Design pwm_multi, sky130hd; sources not shown.
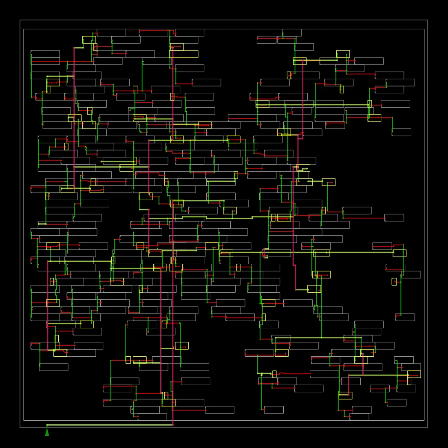
run_1/final_clocks.png
Worst Clk Skew: 0.0268 ns
flop count: 253
Clock buffer cells: 45

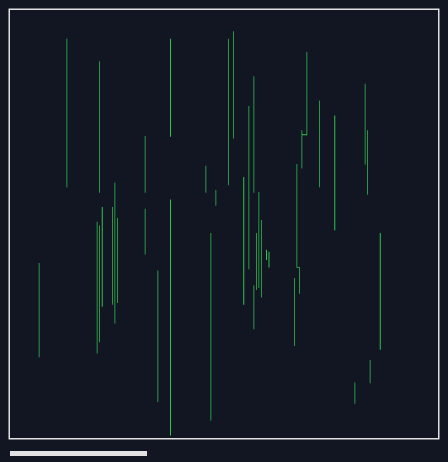
run_1/met4.png
Scale bar: 50 um.
- share of all routed wire: 3.8%
- wire length on this layer: 1310 um
- longest straight run: 85.7 um
- main direction: vertical
- nets with wire on the layer: 32
total wire length: 34600 um
DR vias: 9565

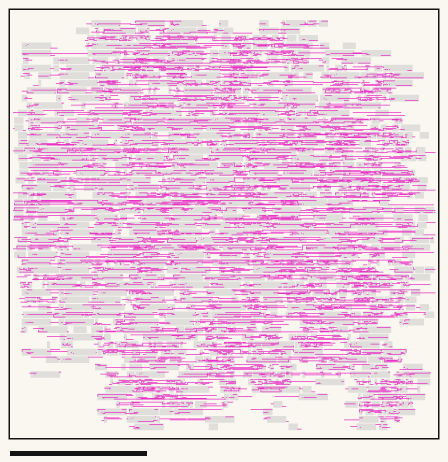
run_1/met1.png
Scale bar: 50 um.
- main direction: horizontal
- nets with wire on the layer: 1269
grt met1 use: 0.406

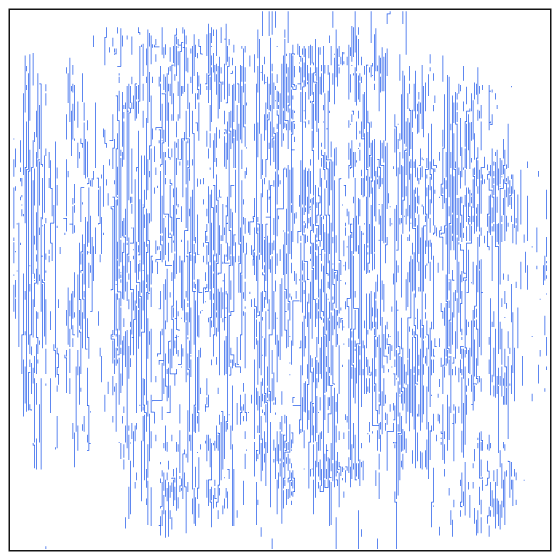
run_1/met2.png
- main direction: vertical
- wire length on this layer: 16000 um
- share of all routed wire: 46%
- nets with wire on the layer: 1129
met2 usage: 0.465

==> impl_metrics.py, run 1 <==
# Generated from Yosys and OpenROAD reports
metrics = {
    "logic_synthesis": {
        "ys_cells": 1126,
        "ys_chip_area_um2": 13200,
        "ys_sh_aoi": 0.0578,
        "ys.flops": 253,
        "ys_async_sr_fraction": 0,
        "synth_warnings": 0,
        "adder_share": 0.0510,
        "top_cell_area_share": 0.499,
        "synthCells": 1126,
        "ys_sh_mux": 0.0436,
        "ys_sh_simple": 0.203,
        "ys_top_cells_by_area": "edfxtp_1, and2_1, ha_1, dfxtp_1, and3_1",
        "ff_type": "edfxtp_1",
        "synth.logic.top_family": "simple AND/OR/NAND/NOR gates",
        "synth-edff-count": 220,
    },
    "routing": {
        "via_per_inst": 5.99,
        "dr_wl_met2_um": 16000,
        "ant_nets": 0,
        "drt-met1-wl_um": 14000,
        "wl_per_cell_um": 21.6,
        "top_layer": "met4",
        "drt_iter0_markers": 963,
    },
    "sta": {
        "drv_slew": 0,
        "grt_setup_unrepaired": "yes",
        "setup_violations": 6,
        "setup_tns_ns": -0.0889,
        "worstMarginPinSlew_ns": 1.16,
        "finalWorstSetupSlack_ns": -0.0213,
    },
    "place": {
        "hpwl_um": 25000,
        "gp_congestion": 0.945,
        "dp_cells": 1512,
        "dpl_cell_area_um2": 14600,
        "portBuffers": 66,
    },
    "worst_setup_path": {
        "cp_num_buf_inv": 0,
        "crit_path_start_kind": "register",
        "crit_type": "register to register",
        "rr_worst_depth": 7,
        "arrival_ns": 3.37,
    },
    "die": {
        "taps": 313,
        "chip_area_um2": 24300,
        "fp_util": 0.578,
        "fp.dieH_um": 156,
        "fp.dieW_um": 156,
        "boundaryPins": 78,
    },
    "final_layout": {
        "fillers": 1698,
        "sh_seq_area": 0.469,
        "antenna_cells": 0,
        "fin_nets": 1349,
        "area_delta_synth_final_pct": 17.0,
        "inverters": 59,
        "bufAreaShareNonClock": 0.0759,
        "final_layout_top_logic_cells": "edfxtp_1, and2_1, nor2_1, and3_1, inv_1",
        "num-multi-input-gates": 769,
        "postLayoutCellArea_um2": 15500,
        "final_util": 0.676,
        "drive_above_1_share": 0.130,
        "logic_area_um2": 5630,
    },
    "clock_tree": {
        "cts_max_level": 2,
        "clk_latency_ns": 0.57,
        "cts_setup_buffers": 0,
        "cts_buffers": 44,
    },
    "power_and_ir_drop": {
        "power_frac_seq": 0.521,
        "leakage_nw": 6.31,
        "pg_comb_uw": 843,
        "seq_power_mw": 3.99,
        "intPower_mw": 5.65,
        "power_leader": "sequential cells",
    },
    "run_status": {
        "status": "complete, but fails checks",
        "violations": "negative setup slack",
    },
    "flow_run": {
        "warnings": 44,
    },
    "global_routing": {
        "grt_antenna_before_repair": 0,
        "grt_usage": 0.294,
        "met3_usage": 0.0550,
        "top_usage_layer": "met2",
        "grt_max_degree": 69,
    },
}
run_1/met3.png
Scale bar: 50 um.
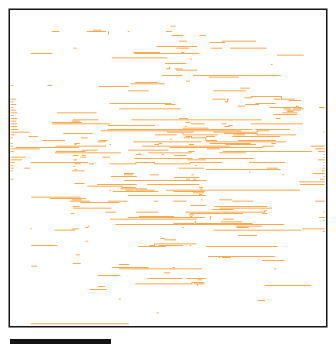

## Run 2: what changed since run 1
- MAX_ROUTING_LAYER: not set -> met4
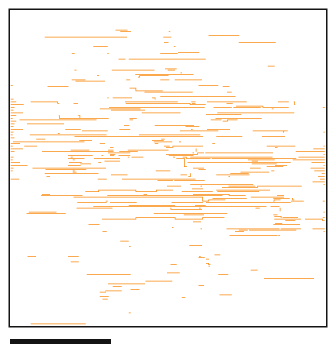
run_2/met3.png
Scale bar: 50 um.
- share of all routed wire: 9.2%
- nets with wire on the layer: 214
- longest straight run: 85.1 um
- main direction: horizontal
- wire length on this layer: 3160 um
DR vias: 9564
M3 GR Usage: 0.0489
total wire length: 34300 um

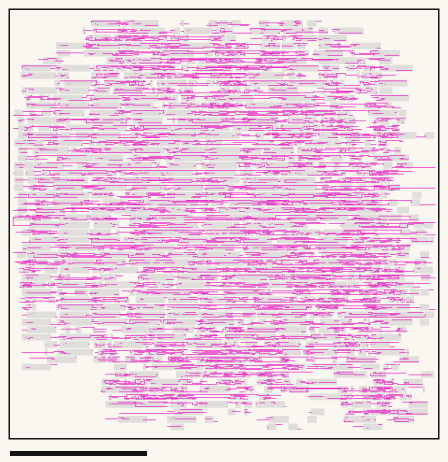
run_2/met1.png
Scale bar: 50 um.
- share of all routed wire: 41%
- main direction: horizontal
grt met1 use: 0.399

==> impl_metrics.py, run 2 <==
# Generated from Yosys and OpenROAD reports
metrics = {
    "place": {
        "hpwl_um": 24900,
        "dp_cells": 1514,
        "portBuffers": 66,
        "gp_congestion": 0.951,
        "dpl_cell_area_um2": 14600,
    },
    "power_and_ir_drop": {
        "power_frac_seq": 0.521,
        "intPower_mw": 5.72,
        "pg_comb_uw": 848,
        "leakage_nw": 6.36,
        "seq_power_mw": 3.99,
    },
    "logic_synthesis": {
        "top_cell_area_share": 0.499,
        "ys_async_sr_fraction": 0,
        "ys_sh_simple": 0.203,
        "ys_chip_area_um2": 13200,
        "ff_type": "edfxtp_1",
        "synth_warnings": 0,
        "ys_cells": 1126,
        "ys.flops": 253,
        "adder_share": 0.0510,
        "ys_top_cells_by_area": "edfxtp_1, and2_1, ha_1, dfxtp_1, and3_1",
    },
    "final_layout": {
        "sh_seq_area": 0.467,
        "area_delta_synth_final_pct": 17.5,
        "fin_nets": 1350,
        "flops": 253,
        "postLayoutCellArea_um2": 15600,
        "bufAreaShareNonClock": 0.0791,
        "final_util": 0.680,
        "final_layout_top_logic_cells": "edfxtp_1, and2_1, nor2_1, and3_1, inv_1",
    },
    "flow_run": {
        "warnings": 42,
    },
    "sta": {
        "finalWorstSetupSlack_ns": 0.0458,
        "setup_tns_ns": 0,
        "drv_slew": 0,
    },
    "clock_tree": {
        "cts_buffers": 43,
        "cts_max_level": 2,
    },
    "run_status": {
        "status": "finished, final reports clean",
    },
    "routing": {
        "via_per_inst": 5.98,
        "drt-met1-wl_um": 14100,
    },
    "global_routing": {
        "top_usage_layer": "met2",
        "grt_usage": 0.297,
        "use_met2": 0.458,
    },
    "worst_setup_path": {
        "crit_path_start_kind": "input pin",
        "cp_num_buf_inv": 3,
    },
    "die": {
        "fp_util": 0.578,
        "chip_area_um2": 24300,
        "fp.dieW_um": 156,
        "boundaryPins": 78,
    },
}
